===== config.mk =====
export PLATFORM = sky130hd
export DESIGN_NAME = wb_stage
export DESIGN_NICKNAME = d
export VERILOG_FILES = /design/src/rtl/wb_stage.sv
export SDC_FILE = /design/constraint.sdc
export NUM_CORES = 1
export LEC_CHECK = 0
export ABC_AREA = 1
export CORE_UTILIZATION = 48
export CTS_CLUSTER_DIAMETER = 150
export DETAILED_ROUTE_END_ITERATION = 8
export PLACE_DENSITY_LB_ADDON = 0.08
export SLEW_MARGIN = 40
export SYNTH_ARGS = -nofsm -noshare
export SYNTH_HDL_FRONTEND = slang
export SYNTH_SLANG_ARGS = --single-unit

===== constraint.sdc =====
create_clock -name clk_i -period 1.95 [get_ports clk_i]
set_clock_uncertainty 0.2 [all_clocks]
set_input_delay 0.39 -clock clk_i [delete_from_list [all_inputs] [get_ports clk_i]]
set_output_delay 0.39 -clock clk_i [all_outputs]
set_load 0.1 [all_outputs]

===== src/rtl/wb_stage.sv =====
// Purpose : writeback stage of nano_rv32i. It retires MEM-stage instructions, waits for
//           load data, aligns and extends that data, and drives the regfile write port
//           from registered outputs. It also keeps a 64-bit retired-instruction counter.
// Latency : a non-load writes back 1 cycle after accept. A load writes back 1 cycle after
//           its dmem_rvalid_i beat.
// Backpr. : ready_o is low while a load is outstanding (WAIT_LOAD). No buffering is done
//           beyond the single pending load.
// Ports   : clk_i/rst_i (sync, active-high); valid_i/ready_o MEM handshake; rd_i,
//           reg_write_i, wb_sel_i, alu_result_i, pc_plus4_i, load_funct3_i, addr_lo_i
//           instruction fields; dmem_rvalid_i/dmem_rdata_i load response; reg_write_o,
//           rd_o, write_data_o regfile port; retire_o, load_err_o pulses; instret_o count.
module wb_stage #(
    parameter int XLEN       = 32,
    parameter int REG_ADDR_W = 5
) (
    input  logic                  clk_i,
    input  logic                  rst_i,
    input  logic                  valid_i,
    output logic                  ready_o,
    input  logic [REG_ADDR_W-1:0] rd_i,
    input  logic                  reg_write_i,
    input  logic [1:0]            wb_sel_i,
    input  logic [XLEN-1:0]       alu_result_i,
    input  logic [XLEN-1:0]       pc_plus4_i,
    input  logic [2:0]            load_funct3_i,
    input  logic [1:0]            addr_lo_i,
    input  logic                  dmem_rvalid_i,
    input  logic [XLEN-1:0]       dmem_rdata_i,
    output logic                  reg_write_o,
    output logic [REG_ADDR_W-1:0] rd_o,
    output logic [XLEN-1:0]       write_data_o,
    output logic                  retire_o,
    output logic                  load_err_o,
    output logic [63:0]           instret_o
);

    typedef enum logic {
        IDLE      = 1'b0,
        WAIT_LOAD = 1'b1
    } state_t;

    localparam logic [1:0] WB_LOAD = 2'b01;
    localparam logic [1:0] WB_PC4  = 2'b10;

    state_t                  state;
    logic [REG_ADDR_W-1:0]   pend_rd;
    logic                    pend_we;
    logic [2:0]              pend_f3;
    logic [1:0]              pend_lo;

    logic                    load_illegal;
    logic [7:0]              ld_byte;
    logic [15:0]             ld_half;
    logic [XLEN-1:0]         ld_data;
    logic [XLEN-1:0]         nonload_data;

    assign ready_o = (state == IDLE);

    // The legality check runs at accept, on the live inputs.
    always_comb begin
        load_illegal = 1'b0;
        case (load_funct3_i)
            3'b000, 3'b100: load_illegal = 1'b0;
            3'b001, 3'b101: load_illegal = addr_lo_i[0];
            3'b010:         load_illegal = (addr_lo_i != 2'b00);
            default:        load_illegal = 1'b1;
        endcase
    end

    // Extraction uses the latched offset and funct3, applied to the response word.
    always_comb begin
        ld_byte = 8'h00;
        case (pend_lo)
            2'd0:    ld_byte = dmem_rdata_i[7:0];
            2'd1:    ld_byte = dmem_rdata_i[15:8];
            2'd2:    ld_byte = dmem_rdata_i[23:16];
            default: ld_byte = dmem_rdata_i[31:24];
        endcase
        ld_half = pend_lo[1] ? dmem_rdata_i[31:16] : dmem_rdata_i[15:0];
        case (pend_f3)
            3'b000:  ld_data = {{(XLEN-8){ld_byte[7]}}, ld_byte};
            3'b001:  ld_data = {{(XLEN-16){ld_half[15]}}, ld_half};
            3'b100:  ld_data = {{(XLEN-8){1'b0}}, ld_byte};
            3'b101:  ld_data = {{(XLEN-16){1'b0}}, ld_half};
            default: ld_data = dmem_rdata_i;
        endcase
    end

    // wb_sel 11 falls through to the ALU result.
    assign nonload_data = (wb_sel_i == WB_PC4) ? pc_plus4_i : alu_result_i;

    always_ff @(posedge clk_i) begin
        if (rst_i) begin
            state        <= IDLE;
            reg_write_o  <= 1'b0;
            rd_o         <= '0;
            write_data_o <= '0;
            retire_o     <= 1'b0;
            load_err_o   <= 1'b0;
            instret_o    <= 64'd0;
            pend_rd      <= '0;
            pend_we      <= 1'b0;
            pend_f3      <= 3'b000;
            pend_lo      <= 2'b00;
        end else begin
            // Pulses default low. rd_o and write_data_o hold unless something retires.
            reg_write_o <= 1'b0;
            retire_o    <= 1'b0;
            load_err_o  <= 1'b0;
            case (state)
                IDLE: begin
                    if (valid_i) begin
                        if (wb_sel_i == WB_LOAD) begin
                            if (load_illegal) begin
                                load_err_o <= 1'b1;
                            end else begin
                                state   <= WAIT_LOAD;
                                pend_rd <= rd_i;
                                pend_we <= reg_write_i;
                                pend_f3 <= load_funct3_i;
                                pend_lo <= addr_lo_i;
                            end
                        end else begin
                            reg_write_o  <= reg_write_i && (rd_i != '0);
                            rd_o         <= rd_i;
                            write_data_o <= nonload_data;
                            retire_o     <= 1'b1;
                            instret_o    <= instret_o + 64'd1;
                        end
                    end
                end
                WAIT_LOAD: begin
                    if (dmem_rvalid_i) begin
                        state        <= IDLE;
                        reg_write_o  <= pend_we && (pend_rd != '0);
                        rd_o         <= pend_rd;
                        write_data_o <= ld_data;
                        retire_o     <= 1'b1;
                        instret_o    <= instret_o + 64'd1;
                    end
                end
                default: state <= IDLE;
            endcase
        end
    end

endmodule

metal_density.png
25 x 25 tiles, from black (low) to pale yellow (high), scaled to the fullest tile. Values are wire area over tile area, all layers added.
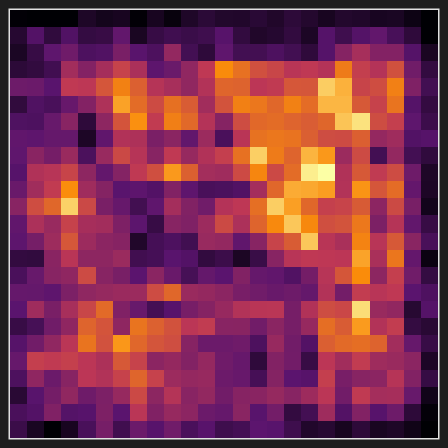
tiles over half the peak = 27%
emptiest ninth of the die = top left
nearly empty tiles = 1.6%
routed via count: 9798
GRT Overall Usage: 0.375
DRT Wirelength: 30.7 mm

layer_met1.png
Supply wires on this layer in gray.
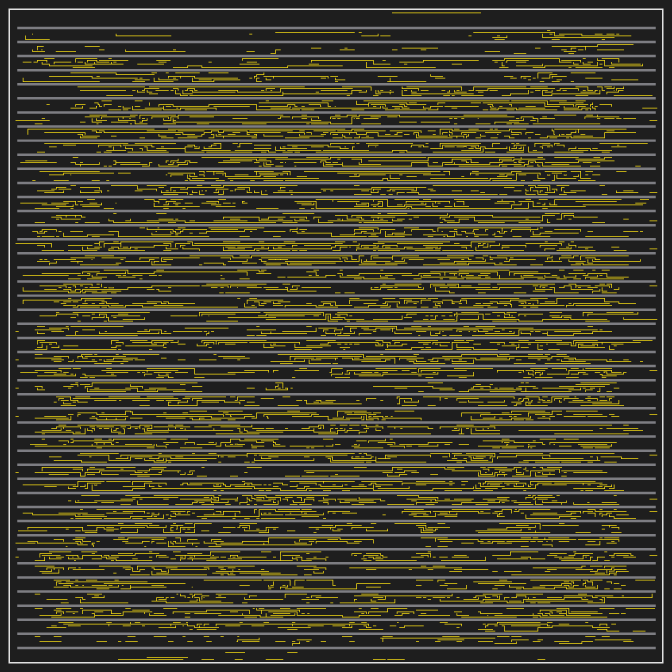
share of all routed wire = 37%
longest straight run = 34.0 µm
main direction = horizontal

==> results.sh <==
# implementation run metrics
export IMPL_avgSynthCellArea_um2=6.10
export IMPL_antenna_found_initial=0
export IMPL_first_pass_iters=7
export IMPL_dpl_cell_area_um2=11500
export IMPL_clockRootBuffer="clkbuf_16"
export IMPL_viasPerCell=5.83
export IMPL_rows=44
export IMPL_slew_violations=0
export IMPL_setup_tns_ns=-0.000442
export IMPL_clkSinkCount=116
export IMPL_post_route_period_util=1.00
export IMPL_initial_utilization=0.499
export IMPL_drt_initial_drc_count=1241
export IMPL_p_leak_nw=4.87
export IMPL_ys_seq_frac=0.315
export IMPL_die_width_um=126
export IMPL_top_cell_area_share=0.315
export IMPL_slowest_stage="dfxtp_2"
export IMPL_powerDensity_nw_per_um2=603
export IMPL_ios=218
export IMPL_ctsHtreeMaxLevel=4
export IMPL_grt_pass1_wl_mm=46.6
export IMPL_cts_tree="done"
export IMPL_die_area_um2=15800
export IMPL_synth_warnings=0
export IMPL_crit_chain="nand2_1, nor2_2, nand2_1, nor3_1, nand3_1, nand2_1, nand2_1, nor2_1"
export IMPL_topCellsByArea="dfxtp_1 (32%), nand2_1 (15%), nor2_1 (13%)"
export IMPL_wl_per_cell_um=18.3
export IMPL_relSlewSlack=0.614
export IMPL_holdCritPathClass="flip-flop to flip-flop"
export IMPL_yosysMostFrequentCell="nand2_1"
export IMPL_grt_pass1_vias=9139
export IMPL_tightest_slew_ns=0.579
export IMPL_crit_arrival_ns=2.11
export IMPL_cp_data_required_time_ns=2.11
export IMPL_violations="setup timing"
export IMPL_async_flop_share=0
export IMPL_warnings=28
export IMPL_area_growth_syn_to_layout_pct=66.8
export IMPL_ys_ff=116
export IMPL_final_hold_viol_count=0
export IMPL_overflow=0
export IMPL_dp_hpwl_mm=22.3
export IMPL_netlist_top_cells_count="nand2_1 (286), nor2_1 (256), dfxtp_1 (116)"
export IMPL_clock_fmax_ghz=0.513
export IMPL_synth_main_ff_cell="dfxtp_1"
export IMPL_cap_violations=0
export IMPL_run_status="finished with violations"
export IMPL_path_common_cell="nand2_1"
export IMPL_dieHeight_um=126
export IMPL_netlist_instances=1208
export IMPL_n_antenna_cell=0
export IMPL_finalWorstSetupSlack_ns=-0.000442
export IMPL_drive_above_1_share=0.251
export IMPL_criticalPathCategory="flip-flop to flip-flop"
export IMPL_yosysTopAreaCell="dfxtp_1"
export IMPL_setup_viol=1
export IMPL_portBuffers=217
export IMPL_crit_fanout=4
export IMPL_edf_count=0
export IMPL_drc=0
export IMPL_ir_worst_vdd_v=0.000642
export IMPL_layout_nets=1597
export IMPL_final_design_area_no_fill_um2=12300
export IMPL_ys_cells=1208
export IMPL_place_congestion=0.963
export IMPL_core_um2=14800
export IMPL_period_minus_slack_ns=1.95
export IMPL_cp_num_buf_inv=0
export IMPL_rsz0062_at_grt="true"
export IMPL_clkLatencyLatePin_ns=0.43
export IMPL_netlist_area_um2=7360
export IMPL_cts_clk_slew_worst_paths_ns=0.06
export IMPL_worst_setup_path_end_kind="flip-flop"
export IMPL_postSynthNetCount=1322
export IMPL_crit_family="simple AND/OR/NAND/NOR gates"
export IMPL_antenna_left=0
export IMPL_ys_area_um2=7360
export IMPL_max_stage_delay_ns=0.40
export IMPL_cts_buffers=17
export IMPL_ys_types=46
export IMPL_clk_path_buf_depth=2
export IMPL_grt_max_degree=40
export IMPL_start_kind="flip-flop"
==> sequential cells by signal, summed over array words and instances (netlist names) <==
name	count
pend_lo	2
rd_o	5
instret_o	64
pend_rd	5
write_data_o	32
pend_f3	3
retire_o	1
pend_we	1
reg_write_o	1
state	1
load_err_o	1
==> cells in the final DEF, fill, tap and decap left out, types with 10 or more instances in the layout <==
cell	n
nor2_2	21
buf_12	116
o31ai_1	14
inv_2	11
a21oi_1	87
dfxtp_4	26
o21ai_0	96
nand4_1	28
inv_1	96
nand2_1	282
clkdlybuf4s50_1	112
dfxtp_1	53
xor2_1	10
clkbuf_16	19
nand3_1	63
dfxtp_2	37
buf_4	78
nor2_4	17
nor2_1	235
==> worst reg2reg max path: cells and delay by family (launching register included) <==
| kind | cells | cell delay (ns) |
|---|---|---|
| flip-flops | 1 | 0.40 |
| AND/OR/NAND/NOR | 8 | 1.28 |
==> per-stage QoR <==
stage	setup WS [ns]	cells	hold WS, ns	utilization	power [W]
2_1_floorplan	-0.0215	1208	0.238	-	0.00347
3_3_place_gp	-0.364	1641	0.252	0.779	0.00427
3_5_place_dp	-0.391	1641	0.254	0.779	0.00429
4_1_cts	0.0101	1673	0.283	0.820	0.00735
5_1_grt	-0.0771	1680	0.315	0.833	0.00760
6_report	-0.000442	1680	0.278	0.833	0.00740
==> repair_timing <==
action                                  4_1_cts  5_1_grt
pin swaps                                     0        8
hold endpoints to repair                      0        0
gates cloned                                  0        0
hold buffers                                  0        0
resized                                       4       45
setup buffers                                 0        7
endpoints found under the setup margin        2       39
==> final timing paths <==
check,cells past startpoint,startpoint,end,slack (ns)
worst max-delay path,8,instret_o[23],instret_o[62],-0.0004
worst min-delay path,2,pend_rd[1],rd_o[1],0.28
worst max register to register,8,instret_o[23],instret_o[62],-0.0004
worst min register to register,2,pend_rd[1],rd_o[1],0.28
==> layout make-up <==
| class | count | area, µm² |
|---|---|---|
| Clock buffer | 19 | 475 |
| Inverter | 108 | 407 |
| Timing Repair Buffer | 311 | 4090 |
| Fill cell | 894 | 2470 |
| Clock inverter | 13 | 108 |
| Tap cell | 184 | 230 |
| Sequential cell | 116 | 2470 |
| Multi-Input combinational cell | 929 | 4510 |
==> layer usage <==
metal  wire, µm  global-route usage  share of wire
met1      11400               0.442           0.37
met2      14600               0.634           0.47
met3       3380              0.0986           0.11
met4       1380               0.180          0.045
met5          0                   0              0
==> logic make-up after synthesis <==
kind of cell / synth area share
XOR/XNOR: 0.0131
buffers and inverters: 0.0914
AND/OR/NAND/NOR: 0.408
AND-OR/OR-AND: 0.170
flip-flops: 0.315
adder cells (fa/ha/maj): 0.00170
==> power by group <==
group	leakage (nW)	internal, W	switching [W]
clock network	0.287	0.00181	0.00131
registers	0.984	0.00242	0.0000913
logic	3.60	0.000726	0.00105
No activity file was given, so power comes from the tool's default toggle rates.
